--- src/rtl/spi_pkg.sv ---
// Shared definitions for the SPI slave-select arbiter.
// Holds the FSM state enum, the default timing constants and a helper
// that sizes the shared cycle counter.
package spi_pkg;

    localparam int unsigned SETUP_CYC_DEF   = 1;
    localparam int unsigned GUARD_CYC_DEF   = 2;
    localparam int unsigned TIMEOUT_CYC_DEF = 64;

    typedef enum logic [2:0] {
        IDLE,
        SETUP,
        START,
        WAIT,
        GUARD
    } spi_state_e;

    // Largest of the three cycle parameters; the shared counter must hold it.
    function automatic int unsigned max3(input int unsigned a,
                                         input int unsigned b,
                                         input int unsigned c);
        int unsigned m;
        m = (a > b) ? a : b;
        return (m > c) ? m : c;
    endfunction

    // Counter width for values 0..max_val, never narrower than one bit.
    function automatic int unsigned cnt_width(input int unsigned max_val);
        return (max_val < 1) ? 1 : $clog2(max_val + 1);
    endfunction

endpackage

--- src/rtl/rr_arb2.sv ---
// Two-requester round-robin selector.
//   req   : request vector
//   last  : requester served most recently (0 or 1)
//   gnt_c : combinational one-hot grant, zero when nothing is requested
module rr_arb2 (
    input  logic [1:0] req,
    input  logic       last,
    output logic [1:0] gnt_c
);

    // On a tie the requester that was not served last wins.
    always_comb begin
        gnt_c = 2'b00;
        case (req)
            2'b01:   gnt_c = 2'b01;
            2'b10:   gnt_c = 2'b10;
            2'b11:   gnt_c = last ? 2'b01 : 2'b10;
            default: gnt_c = 2'b00;
        endcase
    end

endmodule

--- src/rtl/spi_slave_arbiter.sv ---
// Arbitrates two requesters onto one SPI master with per-slave selects.
//   clk, rst_n          : clock, synchronous active-low reset
//   req, tx_data0/1     : per-requester byte-transfer requests and payloads
//   gnt, done, err      : grant, one-cycle completion pulse, timeout flag
//   rx_data             : received byte, valid while done is high
//   ss_n                : active-low slave selects
//   m_start, m_tx       : start pulse and byte to the SPI master
//   m_done, m_rx        : completion pulse and byte from the SPI master
module spi_slave_arbiter
    import spi_pkg::*;
#(
    parameter int unsigned SETUP_CYC   = SETUP_CYC_DEF,
    parameter int unsigned GUARD_CYC   = GUARD_CYC_DEF,
    parameter int unsigned TIMEOUT_CYC = TIMEOUT_CYC_DEF
) (
    input  logic       clk,
    input  logic       rst_n,
    input  logic [1:0] req,
    input  logic [7:0] tx_data0,
    input  logic [7:0] tx_data1,
    output logic [1:0] gnt,
    output logic [1:0] done,
    output logic       err,
    output logic [7:0] rx_data,
    output logic [1:0] ss_n,
    output logic       m_start,
    output logic [7:0] m_tx,
    input  logic       m_done,
    input  logic [7:0] m_rx
);

    localparam int unsigned CNT_MAX = max3(SETUP_CYC, GUARD_CYC, TIMEOUT_CYC);
    localparam int unsigned CNT_W   = cnt_width(CNT_MAX);

    spi_state_e       state, state_d;
    logic [CNT_W-1:0] cnt, cnt_d, cnt_inc;
    logic             sel, sel_d;
    logic             last, last_d;
    logic [1:0]       rr_gnt;

    logic [1:0]       gnt_d, done_d, ss_n_d;
    logic             err_d, m_start_d;
    logic [7:0]       rx_data_d, m_tx_d;

    rr_arb2 u_rr_arb2 (
        .req   (req),
        .last  (last),
        .gnt_c (rr_gnt)
    );

    // Saturating increment shared by the SETUP, WAIT and GUARD phases.
    assign cnt_inc = (cnt == CNT_W'(CNT_MAX)) ? cnt : cnt + CNT_W'(1);

    // State, bookkeeping and registered outputs.
    always_ff @(posedge clk) begin
        if (!rst_n) begin
            state   <= IDLE;
            cnt     <= '0;
            sel     <= 1'b0;
            last    <= 1'b1;
            gnt     <= 2'b00;
            done    <= 2'b00;
            err     <= 1'b0;
            rx_data <= 8'h00;
            ss_n    <= 2'b11;
            m_start <= 1'b0;
            m_tx    <= 8'h00;
        end else begin
            state   <= state_d;
            cnt     <= cnt_d;
            sel     <= sel_d;
            last    <= last_d;
            gnt     <= gnt_d;
            done    <= done_d;
            err     <= err_d;
            rx_data <= rx_data_d;
            ss_n    <= ss_n_d;
            m_start <= m_start_d;
            m_tx    <= m_tx_d;
        end
    end

    // Next-state and next-output logic.
    always_comb begin
        state_d   = state;
        cnt_d     = cnt;
        sel_d     = sel;
        last_d    = last;
        gnt_d     = gnt;
        ss_n_d    = ss_n;
        m_tx_d    = m_tx;
        rx_data_d = rx_data;
        done_d    = 2'b00;
        err_d     = 1'b0;
        m_start_d = 1'b0;

        case (state)
            IDLE: begin
                if (req != 2'b00) begin
                    sel_d  = rr_gnt[1];
                    gnt_d  = rr_gnt;
                    ss_n_d = ~rr_gnt;
                    m_tx_d = rr_gnt[1] ? tx_data1 : tx_data0;
                    cnt_d  = '0;
                    if (SETUP_CYC == 0) begin
                        state_d   = START;
                        m_start_d = 1'b1;
                    end else begin
                        state_d = SETUP;
                    end
                end
            end
            SETUP: begin
                if (cnt == CNT_W'(SETUP_CYC - 1)) begin
                    state_d   = START;
                    m_start_d = 1'b1;
                end else begin
                    cnt_d = cnt_inc;
                end
            end
            START: begin
                state_d = WAIT;
                cnt_d   = '0;
            end
            WAIT: begin
                // Completion or timeout: pulse done and release the slave together.
                if (m_done || (cnt == CNT_W'(TIMEOUT_CYC - 1))) begin
                    done_d    = sel ? 2'b10 : 2'b01;
                    err_d     = !m_done;
                    rx_data_d = m_done ? m_rx : 8'h00;
                    gnt_d     = 2'b00;
                    ss_n_d    = 2'b11;
                    last_d    = sel;
                    cnt_d     = '0;
                    state_d   = (GUARD_CYC == 0) ? IDLE : GUARD;
                end else begin
                    cnt_d = cnt_inc;
                end
            end
            GUARD: begin
                if (cnt == CNT_W'(GUARD_CYC - 1)) begin
                    state_d = IDLE;
                end else begin
                    cnt_d = cnt_inc;
                end
            end
            default: begin
                state_d = IDLE;
                gnt_d   = 2'b00;
                ss_n_d  = 2'b11;
            end
        endcase
    end

endmodule

--- config.mk ---
export PLATFORM = sky130hd
export DESIGN_NAME = spi_slave_arbiter
export DESIGN_NICKNAME = d
export VERILOG_FILES = /design/src/rtl/spi_pkg.sv /design/src/rtl/rr_arb2.sv /design/src/rtl/spi_slave_arbiter.sv
export SDC_FILE = /design/constraint.sdc
export NUM_CORES = 1
export LEC_CHECK = 0
export ABC_AREA = 1
export CAP_MARGIN = 20
export CORE_MARGIN = 2
export CORE_UTILIZATION = 41
export CTS_CLUSTER_DIAMETER = 80
export DETAILED_ROUTE_END_ITERATION = 8
export GPL_ROUTABILITY_DRIVEN = 0
export GPL_TIMING_DRIVEN = 0
export PLACE_DENSITY = 0.7
export SETUP_SLACK_MARGIN = 0.3
export SLEW_MARGIN = 5
export SYNTH_ARGS = -nofsm -noshare
export SYNTH_HDL_FRONTEND = slang
export SYNTH_HIERARCHICAL = 1
export SYNTH_SLANG_ARGS = --single-unit
--- constraint.sdc ---
create_clock -name clk -period 2.21 [get_ports clk]
set_input_delay 0.221 -clock clk [delete_from_list [all_inputs] [get_ports clk]]
set_output_delay 0.221 -clock clk [all_outputs]
set_load 0.02 [all_outputs]
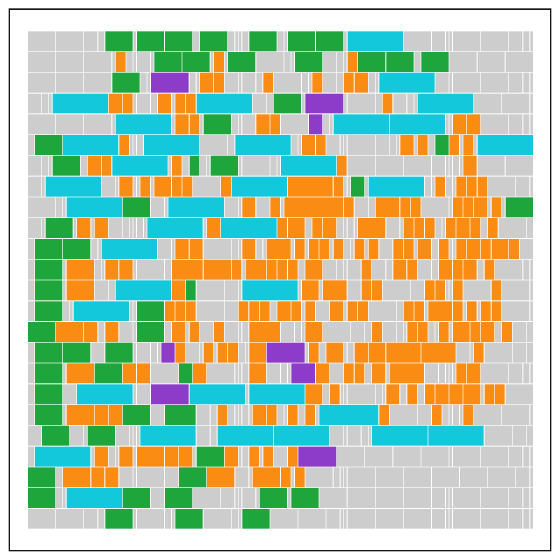
(run_1/placement_by_type.png)
Fill, decap, tap and diode cells in grey.
colour	class	cells	share of their area
purple	clock drivers and dummy loads	8	3.6%
green	remaining buffers and delay cells	58	23%
orange	combinational and other logic	214	44%
cyan	sequential cells	36	30%
placeable core area: 0.00432 mm2
sequential share of cell area: 28.9%
post-layout util: 57.8%

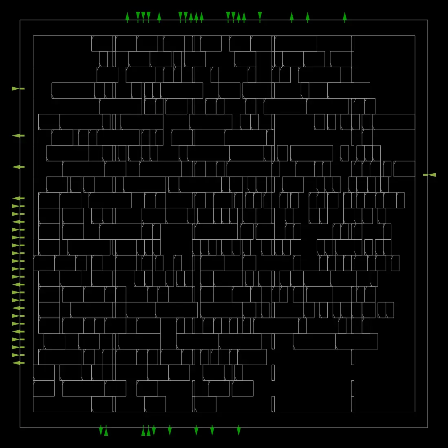
(run_1/placement.png)
Taps Inserted: 52
Fillers: 437
flop count: 36
count of standard-cell rows: 24

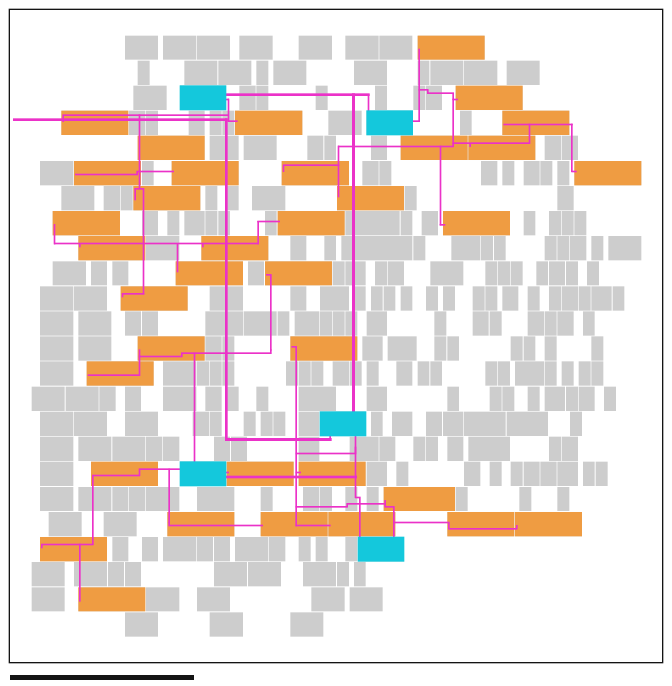
(run_1/clk_routes.png)
Scale bar: 20 um.
[cyan] clock drivers | count: 5
[orange] flip-flops | count: 36
[magenta] clock wires | length: 488 um
routed clock nets	6

==> deck_impl_summary.md, run 1 <==
Physical Implementation Snapshot

Outcome
  • Result of the run: complete, no violations

Power and ir drop
  • Overall power consumption: 1.83 mW
  • Pwr/cell area: 734 mW/mm2
  • Maximum vdd ir drop: 0.458 mV
  • Total leakage power: 1.04 nW

Timing
  • Transition time at the pin with the least slew margin: 0.661 ns
  • Max-slew violation count: 0
  • Minimum period implied by the final worst setup slack: 1.65 ns
  • Fmax: 605 MHz
  • Sum of negative setup slack: 0 ns
  • Final hold violation count: 0
  • Unrepaired setup endpoints after global routing: false
  • Setup slack of the critical path after layout: 0.556 ns
  • Final worst clock skew: 0.00782 ns
  • Final period utilization: 74.8%
  • Number of endpoints failing setup at the final stage: 0
  • Worst Hold Slack: 0.456 ns

Logic synthesis
  • Dominant register cell in the synthesized netlist: sky130_fd_sc_hd__dfxtp_1
  • Synthesized area: 0.00183 mm2
  • Number of distinct library cells after synthesis: 27
  • Proportion of register bits with asynchronous set or reset after synthesis: 0%
  • Flip-flop and latch count after synthesis: 36
  • Count of instantiated cells in the yosys netlist: 256
  • Most common cell in the synthesized netlist: sky130_fd_sc_hd__nand2_1
  • Synthesized netlist cell count: 256
  • YS chip area: 0.00183 mm2
  • Top area cell types: sky130_fd_sc_hd__dfxtp_1, sky130_fd_sc_hd__nand2_1, sky130_fd_sc_hd__a21oi_1
  • Flip-flops with a built-in enable: 0
  • Synthesized net count: 288
  • Average footprint of a synthesized cell: 7.13 um2
  • Post-synth seq share: 39.5%
  • Synth warn: 6
  • Commonest cells in the netlist: sky130_fd_sc_hd__nand2_1, sky130_fd_sc_hd__dfxtp_1, sky130_fd_sc_hd__a21oi_1

CTS
  • CTS sink cnt: 36
  • CTS Root Buffer Type: sky130_fd_sc_hd__clkbuf_8
  • TritonCTS clock tree: done
  • Buffer count from post-CTS setup fixing: 0
  • TritonCTS buffer count: 5
  • Deepest clock path buffer count: 2
  • Count of instances resized after the clock tree is built: 0
  • Number of levels the H-tree was split into: 2
  • Clock slew at the register clock pins of the worst setup and hold paths: 0.08 ns
  • Clk ins delay skew pair: 0.29 ns
  • CTS hold repair buffers: 0

GRT
  • Global-route track usage on met2: 28.8%
  • GR Layer Usage met1: 21.5%
  • Largest net degree at the start of global routing: 13
  • Global-route wire length before repair: 7200 um
  • Global-route total usage across every layer: 17.9%
  • Via count of the first global-routing pass: 1,702
  • Remaining global-route overflow: 0
  • GR met3 Demand/Resource: 6.13%
  • Grt peak-use layer: met2

Min path
  • Type of the tightest min-delay check: reg -> reg

Run
  • MaxCap Viol Count: 0
  • Tool Warnings: 28

Finish
  • Multi-input logic area: 956 um2
  • Relative area of clock buffers and inverters in the final design: 3.50%
  • Count of inverters not on the clock network in the layout: 30
  • Dominant class by area: logic gates
  • Layout cell share with drive strength beyond 1: 9.81%
  • Multi-input logic portion of the cell area: 38.2%
  • Post-Layout Inst Area: 0.00250 mm2
  • Non-clock buffer contribution to total cell area: 22.2%
  • Count of inserted antenna diode cells: 0
  • Number of clock buffers in the layout: 5
  • Area growth from synthesis to layout: 36.9%
  • Layout net count: 347
  • Final non-filler cell total: 368
  • Sequential cell area: 722 um2

Die
  • Die X-Extent: 70.7 um
  • Number of top-level pins: 53
  • Fp util: 42.2%
  • Die height: 70.7 um
  • Die Area: 0.00500 mm2

Drt
  • Number of nets with antenna violations after routing: 0
  • Detailed-router iteration count before antenna repair: 4
  • Routed length per instance: 11.4 um
  • Vias/cell: 4.85
  • Routed via count: 1,783
  • DRC violation count after routing: 0
  • Wire length reported by the detailed router: 4190 um

Critical path
  • Worst Setup Start Kind: register
  • Crit path DRT: 2.39 ns
  • Arrival time of data at the critical path endpoint: 1.84 ns
  • Kind of critical path: reg -> reg
  • Biggest fanout along the worst timing path: 5

Placed design
  • Count of input and output buffers: 52
  • Dpl cells: 360
  • Pre-CTS setup slack: 0.323 ns
==> run 1: final timing paths <==
path	start	end	slack, ns	cells after the start
setup / recovery	cnt[1]	last	0.56	10
hold / removal	sel	done[1]	0.46	2
setup reg to reg	cnt[1]	last	0.56	10
hold reg to reg	sel	done[1]	0.46	2
==> run 1: power by group <==
group | switching, mW | total, mW | internal, mW
clock | 0.244 | 0.464 | 0.220
combinational | 0.346 | 0.603 | 0.257
sequential | 0.0454 | 0.768 | 0.722
total | 0.635 | 1.83 | 1.20
==> run 1: critical path: stages (launching register included) <==
cell,delay [ns]
sky130_fd_sc_hd__dfxtp_1,0.40
sky130_fd_sc_hd__ha_1,0.23
sky130_fd_sc_hd__nand2_1,0.07
sky130_fd_sc_hd__nor2_1,0.12
sky130_fd_sc_hd__nand3_1,0.11
sky130_fd_sc_hd__nand2_1,0.11
sky130_fd_sc_hd__nand2_1,0.08
sky130_fd_sc_hd__nor2_1,0.18
sky130_fd_sc_hd__inv_1,0.09
sky130_fd_sc_hd__nor2_2,0.11
sky130_fd_sc_hd__a21oi_1,0.04
==> run 1: layer usage <==
layer / vias to the layer above / share of wire [%]
li1: 945 / -
met1: 795 / 45
met2: 39 / 47
met3: 4 / 6.0
met4: 0 / 1.7
met5: - / 0
==> run 1: registers in the layout, indices dropped and copies added, names as in the netlist <==
signal,count
m_tx,8
rx_data,8
cnt,7
state,3
done,2
gnt,2
ss_n,2
err,1
last,1
m_start,1
sel,1
==> run 1: kinds of logic (layout without fill, tap and decap cells) <==
group	Yosys count	in the layout	synth area share, %
AOI/OAI and AO/OA	46	46	13.4
buffers and inverters	36	96	8.16
and+or+nand+nor	126	126	32.1
adders and majority gates	3	3	2.06
xor gates and xnor gates	1	1	0.480
DFF	36	36	39.5
muxes	8	8	4.39
==> run 1: cell usage in the layout, fill, tap and decap left out <==
master and instances:
sky130_fd_sc_hd__nand2_1 67, sky130_fd_sc_hd__clkdlybuf4s50_1 52, sky130_fd_sc_hd__dfxtp_1 35, sky130_fd_sc_hd__a21oi_1 28, sky130_fd_sc_hd__inv_1 27, sky130_fd_sc_hd__nor2_1 25, sky130_fd_sc_hd__nand3_1 15, sky130_fd_sc_hd__o21ai_0 14
sky130_fd_sc_hd__mux2i_1 8, sky130_fd_sc_hd__nand4_1 6, sky130_fd_sc_hd__clkbuf_8 5, sky130_fd_sc_hd__nand3_2 3, sky130_fd_sc_hd__buf_2 3, sky130_fd_sc_hd__nor2_2 3, sky130_fd_sc_hd__nand2_2 3, sky130_fd_sc_hd__ha_1 3
sky130_fd_sc_hd__o21ai_2 2, sky130_fd_sc_hd__nor2_4 2, sky130_fd_sc_hd__clkinv_2 2, sky130_fd_sc_hd__inv_4 1, sky130_fd_sc_hd__nor3_4 1, sky130_fd_sc_hd__clkinv_1 1, sky130_fd_sc_hd__clkbuf_1 1, sky130_fd_sc_hd__xnor2_1 1
sky130_fd_sc_hd__inv_2 1, sky130_fd_sc_hd__nor4_4 1, sky130_fd_sc_hd__buf_6 1, sky130_fd_sc_hd__buf_1 1, sky130_fd_sc_hd__a211oi_1 1, sky130_fd_sc_hd__a21oi_2 1, sky130_fd_sc_hd__clkinv_4 1, sky130_fd_sc_hd__dfxtp_2 1
==> run_1/io_placement.png <==
Pins as bars across the die edge, other pins in grey.
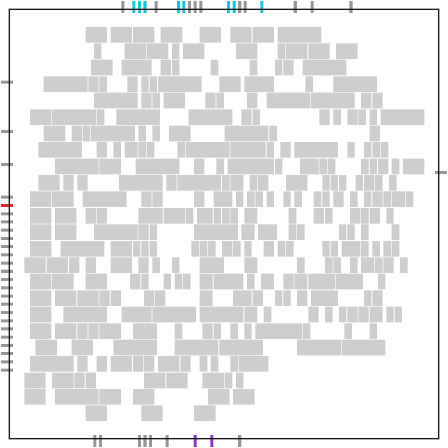

==> run 1 -> run 2 <==
==> constraint.sdc (replaced) <==
create_clock -name clk -period 1.56 [get_ports clk]
set_input_delay 0.156 -clock clk [delete_from_list [all_inputs] [get_ports clk]]
set_output_delay 0.156 -clock clk [all_outputs]
set_load 0.02 [all_outputs]
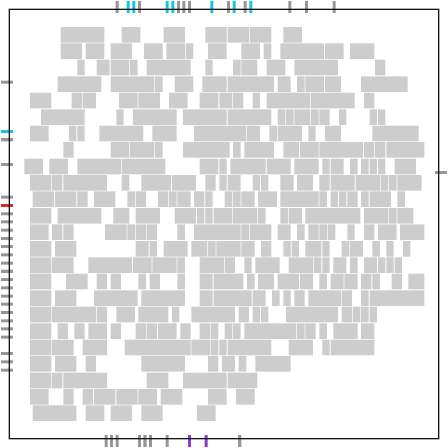
(run_2/io_placement.png)
Pins as bars across the die edge, other pins in grey.
colour	port	pins	direction	edge
red	rst_n	1	input	left
purple	ss_n	2	output	bottom
cyan	m_rx	8	input	7 top, 1 left

==> run 2 against run 1 <==
  * Critical path depth did not move
  * Highest routed layer unchanged
  * Utilization rose by 9.3 points
  * Wire length rose by 15%
  * Worst hold slack got worse by 0.029 ns
  * Largest cell class unchanged
  * Fmax rose by 18%
  * Via count rose by 9.4%
  * Combinational power rose by 67%
  * Flip-flop count did not move
==> deck_impl_summary.md, run 2 <==
Physical Implementation Snapshot

Finish
  • Most common cell after layout, fill and taps aside: sky130_fd_sc_hd__nand2_1
  • Count of inserted antenna diode cells: 0
  • Area growth from synthesis to layout: 58.9%
  • Layout cell share with drive strength beyond 1: 29.6%
  • Top Layout Cells: sky130_fd_sc_hd__nand2_1, sky130_fd_sc_hd__dfxtp_1, sky130_fd_sc_hd__clkdlybuf4s50_1

Critical path
  • End of the worst register-to-register path: last
  • Crit Reg-Reg Startpoint: cnt[0]
  • Arrival time of data at the critical path endpoint: 1.59 ns
  • Biggest fanout along the worst timing path: 4
  • Depth of the worst register-to-register path: 10
  • Crit path capture: last
  • Start point of the critical path: cnt[0]
  • Crit path DRT: 1.74 ns

Logic synthesis
  • Complex-gate fraction of the synthesized area: 13.4%
  • Simple-gate area share of the yosys netlist: 32.1%
  • Top area cell types: sky130_fd_sc_hd__dfxtp_1, sky130_fd_sc_hd__nand2_1, sky130_fd_sc_hd__a21oi_1
  • Xor/xnor share of the synthesized area: 0.480%
  • Top logic family: simple AND/OR/NAND/NOR gates
  • Proportion of register bits with asynchronous set or reset after synthesis: 0%
  • Post-synth seq share: 39.5%
  • Flip-flop and latch count after synthesis: 36
  • Mux frac, synth: 4.39%
  • Synth warn: 6
  • Average footprint of a synthesized cell: 7.13 um2

Die
  • Die X-Extent: 70.7 um
  • Number of top-level pins: 53
  • Count of standard-cell rows: 24
  • Die Area: 0.00500 mm2

CTS
  • CTS Root Buffer Type: sky130_fd_sc_hd__clkbuf_8
  • CTS sink cnt: 36
  • Clock slew at the register clock pins of the worst setup and hold paths: 0.07 ns
  • Deepest clock path buffer count: 2
  • Clk ins delay skew pair: 0.28 ns

Power and ir drop
  • Pwr/cell area: 1010 mW/mm2
  • Maximum vdd ir drop: 0.664 mV

Placed design
  • Dpl cells: 360

Timing
  • Final hold violation count: 0
  • Max-slew violation count: 0
  • Number of endpoints failing setup at the final stage: 0
  • Transition time at the pin with the least slew margin: 0.563 ns
  • Final worst clock skew: 0.00464 ns

Drt
  • Number of nets with antenna violations after routing: 0
  • Vias/cell: 5.09
  • Wire length reported by the detailed router: 4820 um
  • Routed via count: 1,950

Run
  • MaxCap Viol Count: 0

Outcome
  • Result of the run: complete, no violations

GRT
  • Global-route wire length before repair: 7960 um
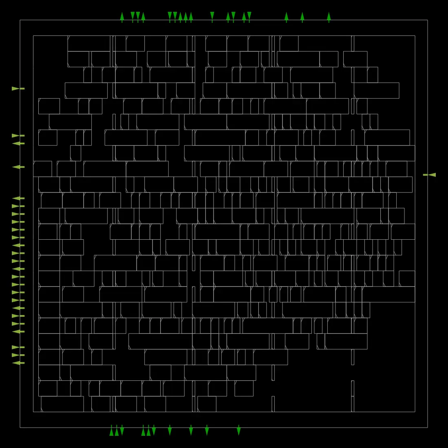
(run_2/placement.png)
final non-filler cell total: 383
Fillers: 393
post-layout util: 67.1%

-- run 2: report_power, final --
group          total, mW  leakage [nW]  internal [mW]  switching, mW
combinational       1.01         0.948          0.435          0.578
sequential          1.11         0.298           1.03         0.0770
clock              0.806        0.0552          0.474          0.331
total               2.93          1.30           1.94          0.987
-- run 2: worst min path at each step --
| stage | cells past startpoint | startpoint | slack (ns) | endpoint |
|---|---|---|---|---|
| detailed placement | 1 | sel | 0.45 | done[0] |
| global route | 3 | m_rx[2] | 0.44 | rx_data[2] |
| global placement | 2 | sel | 0.44 | done[1] |
| floorplan | 2 | rst_n | 0.29 | m_tx[0] |
| finish | 3 | m_rx[0] | 0.43 | rx_data[0] |
| CTS | 3 | m_rx[1] | 0.42 | rx_data[1] |
-- run 2: critical path: stages (launching register included) --
cell	delay, ns
sky130_fd_sc_hd__dfxtp_4	0.39
sky130_fd_sc_hd__ha_4	0.18
sky130_fd_sc_hd__nand2_4	0.05
sky130_fd_sc_hd__nor2_4	0.09
sky130_fd_sc_hd__nand3_2	0.10
sky130_fd_sc_hd__nand2_2	0.11
sky130_fd_sc_hd__nand2_4	0.08
sky130_fd_sc_hd__nor2_4	0.11
sky130_fd_sc_hd__inv_2	0.07
sky130_fd_sc_hd__nor2_4	0.10
sky130_fd_sc_hd__a21oi_2	0.04
-- run 2: cell type report --
cell class | count | area (um2)
inverter | 30 | 120
sequential | 36 | 737
fill | 393 | 1420
tap | 52 | 65.1
timing repair buffer | 67 | 618
multi-input combinational | 184 | 1200
clock inverter | 2 | 35.0
clock buffer | 6 | 72.6
buffer | 6 | 53.8
-- run 2: what timing repair did --
action                                  CTS  global route
hold buffers                              0             0
endpoints found under the setup margin   60            36
pin swaps                                19            12
gates resized                            77            33
buffers inserted                         10             4
cloned                                    1             0
-- run 2: kinds of logic (layout without fill, tap and decap cells) --
logic type               Yosys count  after routing
AND-OR/OR-AND                     46             46
adder cells (fa/ha/maj)            3              3
multiplexers                       8              8
flip-flops                        36             36
buffers and inverters             36            111
XOR/XNOR                           1              1
AND/OR/NAND/NOR                  126            126
-- run 2: stage by stage --
step	util, %	area, um2	hold slack (ns)	setup TNS (ns)	total power, mW
final	67.1	2900	0.427	0	2.93
after global routing	67.1	2900	0.440	0	3.09
after CTS	64.1	2770	0.418	0	2.88
after detailed placement	56.3	2430	0.448	-4.96	1.97
after global placement	56.3	2430	0.443	-3.97	1.97
after floorplan	-	1850	0.294	0	1.65
-- run 2: routing by layer --
| layer | vias up | wire, um | part of all wire [%] | GRT usage (%) |
|---|---|---|---|---|
| li1 | 981 | - | - | - |
| met5 | - | 0 | 0 | 0 |
| met4 | 0 | 87 | 1.8 | 8.60 |
| met1 | 910 | 1990 | 41 | 22.1 |
| met2 | 49 | 2500 | 52 | 34.2 |
| met3 | 10 | 249 | 5.2 | 5.56 |
==> run_2/wires.png <==
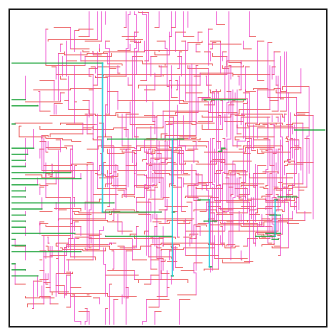

==> run 2 -> run 3 <==
--- a/config.mk
+++ b/config.mk
@@ -8,12 +8,12 @@
 export ABC_AREA = 1
 export CAP_MARGIN = 20
 export CORE_MARGIN = 2
-export CORE_UTILIZATION = 41
+export CORE_UTILIZATION = 40
 export CTS_CLUSTER_DIAMETER = 80
 export DETAILED_ROUTE_END_ITERATION = 8
 export GPL_ROUTABILITY_DRIVEN = 0
 export GPL_TIMING_DRIVEN = 0
-export PLACE_DENSITY = 0.7
+export PLACE_DENSITY = 0.68
 export SETUP_SLACK_MARGIN = 0.3
 export SLEW_MARGIN = 5
 export SYNTH_ARGS = -nofsm -noshare
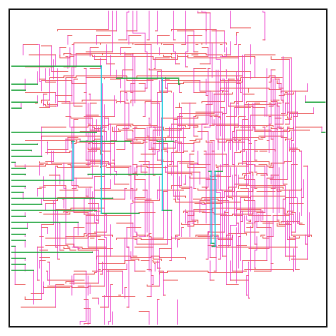
(run_3/wires.png)
colour	layer	wire length
magenta	metal 2	2,620 um
red	metal 1	2,050 um
green	metal 3	271 um
cyan	metal 4	105 um
routed via count: 1,942
routed length per instance: 13.0 um
wire length reported by the detailed router: 5050 um

==> run 3 against run 2 <==
  * Synthesized cell count is the same
  * Non-clock buffer count grew 4
  * Clock-buffer cell count grew 1
  * Utilization grew 1.8 points
  * Critical endpoint is now cnt[1]
  * First-iteration DRC count shrank 31%
  * Die area grew 2.4%
  * Fmax shrank 2.3%
==> deck_impl_summary.md, run 3 <==
Physical Implementation Snapshot

Critical path
  • Crit path DRT: 1.74 ns
  • Start point of the critical path: cnt[1]
  • Crit path capture: cnt[1]
  • Combined buffer and inverter count along the critical path: 2
  • Category of cells accounting for the largest share of critical-path delay: simple AND/OR/NAND/NOR gates
  • Depth of the critical timing path with buffers and inverters included: 10
  • Worst Setup Start Kind: register
  • End of the worst register-to-register path: cnt[1]
  • Biggest fanout along the worst timing path: 3
  • R2R Setup Slk: 0.12 ns
  • Crit Reg-Reg Startpoint: cnt[1]
  • Worst-path cell with the longest stage delay: sky130_fd_sc_hd__dfxtp_4
  • Arrival time of data at the critical path endpoint: 1.62 ns
  • Most repeated library cell on the critical path: sky130_fd_sc_hd__nor2_2

Power and ir drop
  • Maximum vdd ir drop: 0.558 mV
  • Total leakage power: 1.34 nW
  • Overall power consumption: 2.99 mW

Timing
  • Fmax: 696 MHz
  • Final period utilization: 92.1%
  • Max-slew violation count: 0
  • Worst Hold Slack: 0.381 ns
  • Final worst clock skew: 0.00604 ns
  • Transition time at the pin with the least slew margin: 0.307 ns
  • Number of endpoints failing setup at the final stage: 0

GRT
  • Remaining global-route overflow: 0
  • Global-route total usage across every layer: 20.6%
  • Largest net degree at the start of global routing: 12
  • Via count of the first global-routing pass: 1,941

Die
  • Count of standard-cell rows: 24
  • Die Area: 0.00512 mm2
  • Placeable core area: 0.00438 mm2
  • Number of top-level pins: 53
  • Fp util: 41.6%

Drt
  • Detailed-router iteration count before antenna repair: 4
  • Vias/cell: 5.02
  • DRC violation count after routing: 0

CTS
  • Deepest clock path buffer count: 2
  • Number of levels the H-tree was split into: 2
  • TritonCTS clock tree: done
  • CTS Root Buffer Type: sky130_fd_sc_hd__clkbuf_8
  • Clock slew at the register clock pins of the worst setup and hold paths: 0.07 ns
  • CTS sink cnt: 36
  • TritonCTS buffer count: 5
  • CTS hold repair buffers: 0

Logic synthesis
  • Average footprint of a synthesized cell: 7.13 um2
  • Synthesized area: 0.00183 mm2
  • Synthesized net count: 288
  • YS chip area: 0.00183 mm2
  • Dominant register cell in the synthesized netlist: sky130_fd_sc_hd__dfxtp_1
  • Synthesized netlist cell count: 256
  • Flip-flops with a built-in enable: 0
  • Synth warn: 6
  • Number of distinct library cells after synthesis: 27
  • Top area cell types: sky130_fd_sc_hd__dfxtp_1, sky130_fd_sc_hd__nand2_1, sky130_fd_sc_hd__a21oi_1
  • Most common cell in the synthesized netlist: sky130_fd_sc_hd__nand2_1
  • Post-synth seq share: 39.5%
  • Flip-flop and latch count after synthesis: 36
  • Count of instantiated cells in the yosys netlist: 256

Finish
  • Area growth from synthesis to layout: 65.3%
  • Post-layout util: 68.8%
  • Post-Layout Inst Area: 0.00302 mm2
  • Multi-input logic area: 0.00127 mm2
  • Layout net count: 366
  • Layout cell share with drive strength beyond 1: 35.8%
  • Fillers: 371
  • Count of inserted antenna diode cells: 0
  • Final non-filler cell total: 387
  • Most common cell after layout, fill and taps aside: sky130_fd_sc_hd__nand2_1

Run
  • Tool Warnings: 31
  • MaxCap Viol Count: 0

Outcome
  • Result of the run: complete, no violations

Placed design
  • Count of input and output buffers: 52
  • Dpl cells: 360
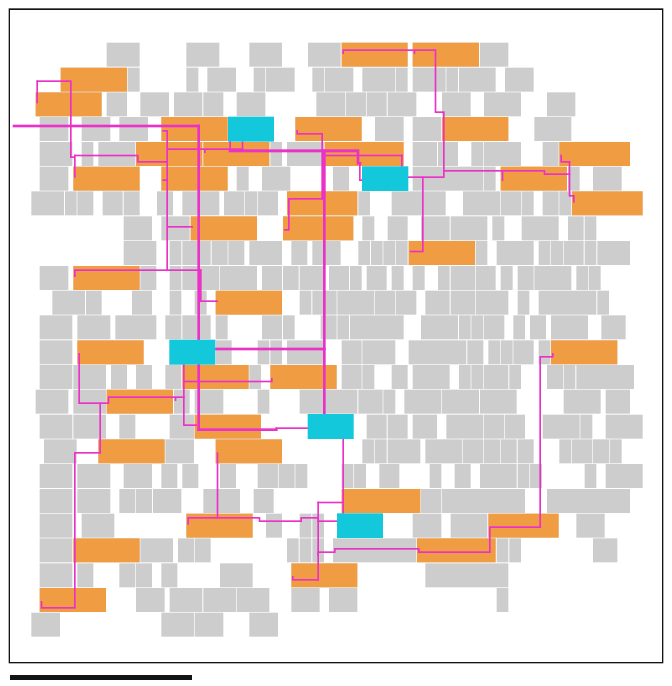
(run_3/clk_routes.png)
Scale bar: 20 um.
[cyan] clock drivers | count: 5
[orange] flip-flops | count: 36
[magenta] clock wires | length: 478 um
flops lie	spread over the die
routed clock nets	6
power of the clock network: 0.742 mW
clk ins delay skew pair: 0.29 ns

## run 3: worst min-delay path, delay by kind of cell
family	cells	cell delay [ns]
buffers and inverters	1	0.17
AND-OR/OR-AND	2	0.22
AND/OR/NAND/NOR	1	0.08
## run 3: metrics by stage
step | worst slack [ns] | setup TNS [ns]
6_report | 0.123 | 0
5_1_grt | 0.0546 | 0
4_1_cts | 0.124 | 0
3_5_place_dp | -0.282 | -4.66
3_3_place_gp | -0.252 | -4.21
2_1_floorplan | 0.245 | 0
## run 3: worst min path at each step
stage	from	endpoint	slack [ns]	cells past startpoint
floorplan	rst_n	m_tx[0]	0.29	2
global placement	sel	done[1]	0.44	2
CTS	m_rx[7]	rx_data[7]	0.41	3
detailed placement	sel	done[0]	0.44	1
finish	req[1]	sel	0.38	4
global route	req[1]	sel	0.39	4
## run 3: routing by layer
layer / GRT usage, % / share of wire (%) / routed length (um) / vias up
li1: - / - / - / 989
met1: 23.1 / 41 / 2050 / 900
met2: 36.1 / 52 / 2620 / 42
met3: 6.05 / 5.3 / 270 / 11
met4: 9.01 / 2.1 / 105 / 0
met5: 0 / 0 / 0 / -
## run 3: final cells by class
cell class / instances / area share [%]
sequential: 36 / 24.5
timing repair buffer: 71 / 22.0
buffer: 6 / 1.70
clock inverter: 1 / 0.166
tap: 52 / 2.16
clock buffer: 7 / 3.23
inverter: 30 / 4.06
multi-input combinational: 184 / 42.2
## run 3: timing repair
| item | 4_1_cts | 5_1_grt |
|---|---|---|
| cloned | 1 | 1 |
| endpoints found under the setup margin | 60 | 36 |
| resized | 106 | 34 |
| setup buffers | 14 | 3 |
| pin swaps | 23 | 16 |
## run 3: kinds of logic (layout without fill, tap and decap cells)
| group | after synthesis | in the layout | synth area share [%] |
|---|---|---|---|
| AND/OR/NAND/NOR | 126 | 126 | 32.1 |
| AND-OR/OR-AND | 46 | 46 | 13.4 |
| flip-flops | 36 | 36 | 39.5 |
| buffers and inverters | 36 | 115 | 8.16 |
| multiplexers | 8 | 8 | 4.39 |
| adder cells (fa/ha/maj) | 3 | 3 | 2.06 |
| XOR/XNOR | 1 | 1 | 0.480 |
## run 3: report_power, final
part           switching (mW)  total [mW]  internal [mW]  leakage [nW]
clock                   0.333       0.742          0.410        0.0534
combinational           0.641        1.14          0.498         0.993
sequential             0.0751        1.10           1.03         0.298
total                    1.05        2.99           1.94          1.34
Power is estimated from default activity; no workload was simulated.
